[src/rtl/ebpc_act_serializer_pkg.sv]
// Shared types and default widths for the EBPC activation serializer.
package ebpc_act_serializer_pkg;

    localparam int unsigned ACT_DATA_W     = 8;
    localparam int unsigned ACT_BEAT_WORDS = 4;
    localparam int unsigned FRAME_LEN_W    = 24;

    typedef logic [ACT_BEAT_WORDS-1:0][ACT_DATA_W-1:0] act_beat_t;

    typedef enum logic {
        SER_IDLE   = 1'b0,
        SER_ACTIVE = 1'b1
    } ser_state_e;

endpackage

[src/rtl/ebpc_act_serializer.sv]
// Serializes wide activation beats into one word per cycle and flags the
// final word of each frame so the downstream encoder can flush.
module ebpc_act_serializer
    import ebpc_act_serializer_pkg::*;
#(
    parameter int unsigned DATA_W  = ACT_DATA_W,
    parameter int unsigned N_WORDS = ACT_BEAT_WORDS,
    parameter int unsigned LEN_W   = FRAME_LEN_W
) (
    input  logic                      clk_i,
    input  logic                      rst_i,
    input  logic [LEN_W-1:0]          frame_len_i,
    input  logic [N_WORDS*DATA_W-1:0] data_i,
    input  logic                      vld_i,
    output logic                      rdy_o,
    output logic [DATA_W-1:0]         data_o,
    output logic                      last_o,
    output logic                      vld_o,
    input  logic                      rdy_i,
    output logic                      busy_o
);

    localparam int unsigned     IDX_W   = $clog2(N_WORDS);
    localparam logic [IDX_W-1:0] IDX_MAX = IDX_W'(N_WORDS - 1);

    ser_state_e                     r_state;
    ser_state_e                     w_state_nxt;
    logic [N_WORDS-1:0][DATA_W-1:0] r_beat;
    logic                           r_full;
    logic [IDX_W-1:0]               r_idx;
    logic [LEN_W-1:0]               r_cnt;
    logic [LEN_W-1:0]               r_len;

    logic w_idx_end;
    logic w_last;
    logic w_out_xfer;
    logic w_in_xfer;
    logic w_frame_start;
    logic w_beat_done;

    assign w_idx_end   = (r_idx == IDX_MAX);
    assign w_last      = r_full && (r_cnt == (r_len - LEN_W'(1)));
    assign w_out_xfer  = r_full && rdy_i;
    assign w_beat_done = w_idx_end || w_last;

    // Accept a new beat when empty, or when the current one drains this cycle.
    assign rdy_o         = !rst_i && (!r_full || (rdy_i && w_beat_done));
    assign w_in_xfer     = vld_i && rdy_o;
    assign w_frame_start = w_in_xfer && ((r_state == SER_IDLE) || (w_out_xfer && w_last));

    always_ff @(posedge clk_i) begin
        if (rst_i) begin
            r_state <= SER_IDLE;
        end else begin
            r_state <= w_state_nxt;
        end
    end

    always_comb begin
        w_state_nxt = r_state;
        case (r_state)
            SER_IDLE: begin
                if (w_in_xfer) begin
                    w_state_nxt = SER_ACTIVE;
                end
            end
            SER_ACTIVE: begin
                // A beat accepted alongside the last word opens the next frame.
                if (w_out_xfer && w_last && !w_in_xfer) begin
                    w_state_nxt = SER_IDLE;
                end
            end
            default: w_state_nxt = SER_IDLE;
        endcase
    end

    always_comb begin
        busy_o = 1'b0;
        vld_o  = r_full;
        data_o = r_beat[r_idx];
        last_o = w_last;
        if (r_state == SER_ACTIVE) begin
            busy_o = 1'b1;
        end
    end

    // Beat buffer, sub-word index, frame counter and latched length.
    always_ff @(posedge clk_i) begin
        if (rst_i) begin
            r_beat <= '0;
            r_full <= 1'b0;
            r_idx  <= '0;
            r_cnt  <= '0;
            r_len  <= '0;
        end else begin
            if (w_out_xfer) begin
                r_cnt <= r_cnt + LEN_W'(1);
                if (w_beat_done) begin
                    r_idx  <= '0;
                    r_full <= 1'b0;
                end else begin
                    r_idx <= r_idx + IDX_W'(1);
                end
            end
            if (w_in_xfer) begin
                r_beat <= data_i;
                r_full <= 1'b1;
            end
            if (w_frame_start) begin
                r_len <= (frame_len_i == '0) ? LEN_W'(1) : frame_len_i;
                r_cnt <= '0;
            end
        end
    end

endmodule

[config.mk]
export PLATFORM = sky130hd
export DESIGN_NAME = ebpc_act_serializer
export DESIGN_NICKNAME = d
export VERILOG_FILES = /design/src/rtl/ebpc_act_serializer_pkg.sv /design/src/rtl/ebpc_act_serializer.sv
export SDC_FILE = /design/constraint.sdc
export NUM_CORES = 1
export LEC_CHECK = 0
export CAP_MARGIN = 20
export CORE_ASPECT_RATIO = 1.2
export CORE_MARGIN = 10
export CORE_UTILIZATION = 56
export CTS_BUF_LIST = sky130_fd_sc_hd__clkbuf_4 sky130_fd_sc_hd__clkbuf_8
export DETAILED_ROUTE_END_ITERATION = 12
export GPL_TIMING_DRIVEN = 0
export PLACE_DENSITY_LB_ADDON = 0.3
export SYNTH_ARGS = -nofsm -noshare
export SYNTH_HDL_FRONTEND = slang
export SYNTH_SLANG_ARGS = --single-unit
[constraint.sdc]
create_clock -name clk_i -period 3.3 [get_ports clk_i]
set_input_delay 0.33 -clock clk_i [delete_from_list [all_inputs] [get_ports clk_i]]
set_output_delay 0.33 -clock clk_i [all_outputs]
set_load 0.005 [all_outputs]
==> impl_table.tex <==
% Implementation results table
\begin{tabular}{lr}
\hline
Metric & Value \\
\hline
\multicolumn{2}{l}{\textbf{Pwr}} \\
\quad Peak supply drop & between 0.2 and 0.3 mV \\
\quad Total combinational power & 632 uW \\
\quad Ratio of total power to cell area & 429 nW/um2 \\
\quad Cell Int Power & approximately 1700 uW \\
\quad Leading power group & sequential cells \\
\quad Clock share of power & 29.2\% \\
\quad Standby leakage power & 0.00219 uW \\
\quad Combinational cell fraction of total power & 25.5\% \\
\multicolumn{2}{l}{\textbf{Logic synthesis}} \\
\quad Fraction of synthesis flops using an asynchronous set or reset pin & 0\% \\
\quad Cell total in the yosys stat output & 516 \\
\quad Commonest flop & sky130\_fd\_sc\_hd\_\_dfxtp\_1 \\
\quad Syn Nets & 579 \\
\quad Number of warning messages in the yosys log & 0 \\
\quad Synthesized area & about 4500 um2 \\
\quad Part of the Yosys area used for sequential elements & between 30\% and 40\% \\
\quad Cell Type Count & 63 \\
\quad Count of flip-flops with a built-in enable after synthesis & 0 \\
\multicolumn{2}{l}{\textbf{Hold path}} \\
\quad Hold wc startpoint & r\_beat[25] \\
\multicolumn{2}{l}{\textbf{Critical path}} \\
\quad Endpoint required time on the critical path & 2.97 ns \\
\quad Standard cell with the maximum stage delay on the critical path & sky130\_fd\_sc\_hd\_\_or4\_4 \\
\quad Combined buffer and inverter count along the critical path & 2 \\
\quad Critical path origin & r\_len[12] \\
\quad Critical setup path kind & flop to output pin \\
\quad Data arrival time at the worst-slack endpoint & approximately 3.0 ns \\
\quad Crit-path leading delay family & simple AND/OR/NAND/NOR gates \\
\quad End of the worst register-to-register path & r\_beat[17] \\
\quad Cell depth of the worst setup path & 8 \\
\quad Critical path destination & rdy\_o \\
\quad Worst reg2reg setup slack & $\sim$0.080 ns \\
\multicolumn{2}{l}{\textbf{Final timing}} \\
\quad Number of setup violations in the final report & 1 \\
\quad Worst slew pin tran & 0.922 ns \\
\quad Highest clock frequency the design can meet & 298 MHz \\
\quad Setup Skew & approximately 0.014 ns \\
\quad Worst slew margin relative to its limit & 38.0\% \\
\quad Final period utilization & 102\% \\
\quad Crit path setup slack, layout & -0.0550 ns \\
\multicolumn{2}{l}{\textbf{Global routing}} \\
\quad Remaining global-route overflow & 0 \\
\quad Number of global-route vias before repair & 4475 \\
\quad Initial antenna violation count & 0 \\
\quad Global Route Usage Sum & a little under a quarter \\
\multicolumn{2}{l}{\textbf{Floorplan}} \\
\quad Starting Density & 57.9\% \\
\quad Vert. Die Dim & 118 um \\
\quad Number of top-level pins & 72 \\
\quad X dimension of the die & 102 um \\
\quad Area of the core & 7750 um2 \\
\multicolumn{2}{l}{\textbf{Clocking}} \\
\quad Level count of the clock H-tree & 3 \\
\quad CTS sink count & 84 \\
\quad Root buffer cell & sky130\_fd\_sc\_hd\_\_clkbuf\_8 \\
\quad Latency at later pin & roughly 0.38 ns \\
\quad TritonCTS clock tree & yes \\
\multicolumn{2}{l}{\textbf{Place}} \\
\quad Placement-stage cell area & 5310 um2 \\
\quad Port bufs & 71 \\
\quad HPWL after detailed placement & about 10 mm \\
\multicolumn{2}{l}{\textbf{Cells and area}} \\
\quad Share of final-layout standard cells stronger than drive strength 1 & 15.7\% \\
\quad Multi-input combinational cell area & 2730 um2 \\
\quad Total Nets Final & 675 \\
\quad Area growth from synthesis to layout & 28.7\% \\
\quad Commonest non-fill, non-tap cells in the layout & sky130\_fd\_sc\_hd\_\_dfxtp\_1 (77), sky130\_fd\_sc\_hd\_\_clkdlybuf4s50\_1 (69), sky130\_fd\_sc\_hd\_\_nand2\_1 (51) \\
\quad Post-Layout Inst Area & 5770 um2 \\
\multicolumn{2}{l}{\textbf{Detailed routing}} \\
\quad Number of design-rule violations left by the first detailed-router iteration & 303 \\
\quad WL per Instance & 19.8 um \\
\quad DR vias/cell & 6.27 \\
\quad Post-detailed-routing wire length & 14.1 mm \\
\quad Detailed-router iteration count before antenna repair & 5 \\
\quad Final antenna-violating net count & 0 \\
\multicolumn{2}{l}{\textbf{Run status}} \\
\quad Run status & finished with violations \\
\quad Violated checks & negative setup slack \\
\hline
\end{tabular}
timing repair:
action                                  CTS  global route
pin swaps                                13             8
gates resized                            36            12
gates cloned                              0             0
endpoints found under the setup margin   84            72
setup buffers                            11             5
metrics by stage:
step	hold slack [ns]	power, uW	TNS (ns)	utilization (%)
after floorplan	0.399	1450	0	-
after global placement	0.432	1630	-7.75	68.5
after detailed placement	0.443	1650	-16.51	68.5
after CTS	0.455	2420	0	73.5
after global routing	0.480	2560	-0.146	74.4
final	0.456	2470	-0.0550	74.4
per-layer routing:
metal | wire length, um | GRT usage (%) | up-vias
met5 | 0 | 0 | -
met1 | 5440 | 26.2 | 2104
met4 | 600 | 13.6 | 0
met2 | 7060 | 37.5 | 213
met3 | 972 | 4.87 | 53
li1 | - | - | 2075
synth_stat cells (all sizes together) (2+ instances only):
| cell type | instances | area, um2 |
|---|---|---|
| dfxtp | 84 | 1680 |
| nand2 | 52 | 203 |
| nand3 | 46 | 230 |
| nor2 | 41 | 154 |
| o21ai | 41 | 209 |
| and3 | 31 | 194 |
| xor2 | 27 | 236 |
| xnor2 | 25 | 219 |
| a31o | 24 | 210 |
| clkbuf | 17 | 63.8 |
| buf | 15 | 110 |
| nand4 | 12 | 81.3 |
| nor4 | 11 | 83.8 |
| nor3 | 9 | 55.1 |
| or3 | 9 | 61.3 |
| a21oi | 8 | 40.0 |
| mux4 | 8 | 180 |
| inv | 6 | 22.5 |
| and4 | 4 | 35.0 |
| a221oi | 3 | 26.3 |
| a22oi | 3 | 22.5 |
| a31oi | 3 | 18.8 |
| and2 | 3 | 20.0 |
| ha | 3 | 37.5 |
| nor3b | 2 | 15.0 |
| nor4b | 2 | 23.8 |
| o211ai | 2 | 15.0 |
| o22ai | 2 | 12.5 |
| o31ai | 2 | 28.8 |
| or2 | 2 | 12.5 |
worst reg2reg max path: stages (launching register included):
cell                       delay (ns)
sky130_fd_sc_hd__dfxtp_4         0.35
sky130_fd_sc_hd__or4_4           0.53
sky130_fd_sc_hd__buf_6           0.15
sky130_fd_sc_hd__or3_1           0.38
sky130_fd_sc_hd__a221oi_2        0.35
sky130_fd_sc_hd__nand4_1         0.20
sky130_fd_sc_hd__buf_4           0.20
sky130_fd_sc_hd__o31ai_4         0.41
sky130_fd_sc_hd__and2_4          0.30
sky130_fd_sc_hd__buf_6           0.16
sky130_fd_sc_hd__o21ai_1         0.08
layout make-up:
type	instances	area share, %
Sequential cell	84	29.5
Clock inverter	6	0.933
Multi-Input combinational cell	394	47.3
Tap cell	92	2.00
Clock buffer	10	2.39
Buffer	30	3.21
Timing Repair Buffer	87	14.4
Inverter	6	0.390
registers in the layout, summed over array words and instances, names as in the netlist:
name / count
vld_o: 1
r_state: 1
r_cnt: 24
r_len: 24
r_beat: 32
r_idx: 2
logic make-up after synthesis:
kind of cell / after synthesis / share of synthesized area (%)
buffers and inverters: 38 / 4.38
multiplexers: 8 / 4.02
adder cells (fa/ha/maj): 3 / 0.837
XOR/XNOR: 52 / 10.2
flip-flops: 84 / 37.5
AND/OR/NAND/NOR: 229 / 26.9
AND-OR/OR-AND: 102 / 16.2
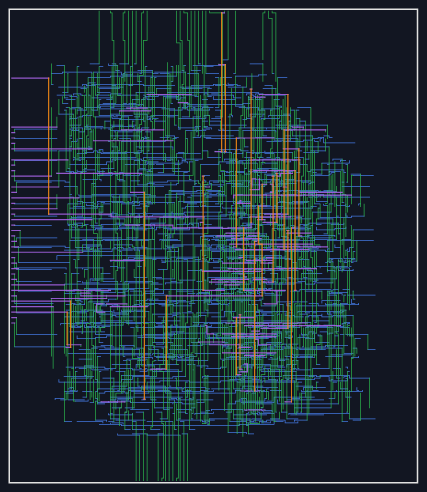
*Wiring by layer*
Drawn at 4 px/um.
- orange: met4 (wire length 601 um)
- green: met2 (wire length 7060 um)
- blue: met1 (wire length 5440 um)
- purple: met3 (wire length 973 um)

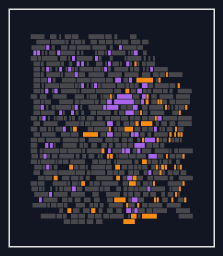
*Gate families picked out*
Drawn at 2 px/um.
- orange: NOR gates (cells 65)
- purple: inverting AOI/OAI gates (cells 69)

Power is estimated from default activity; no workload was simulated.
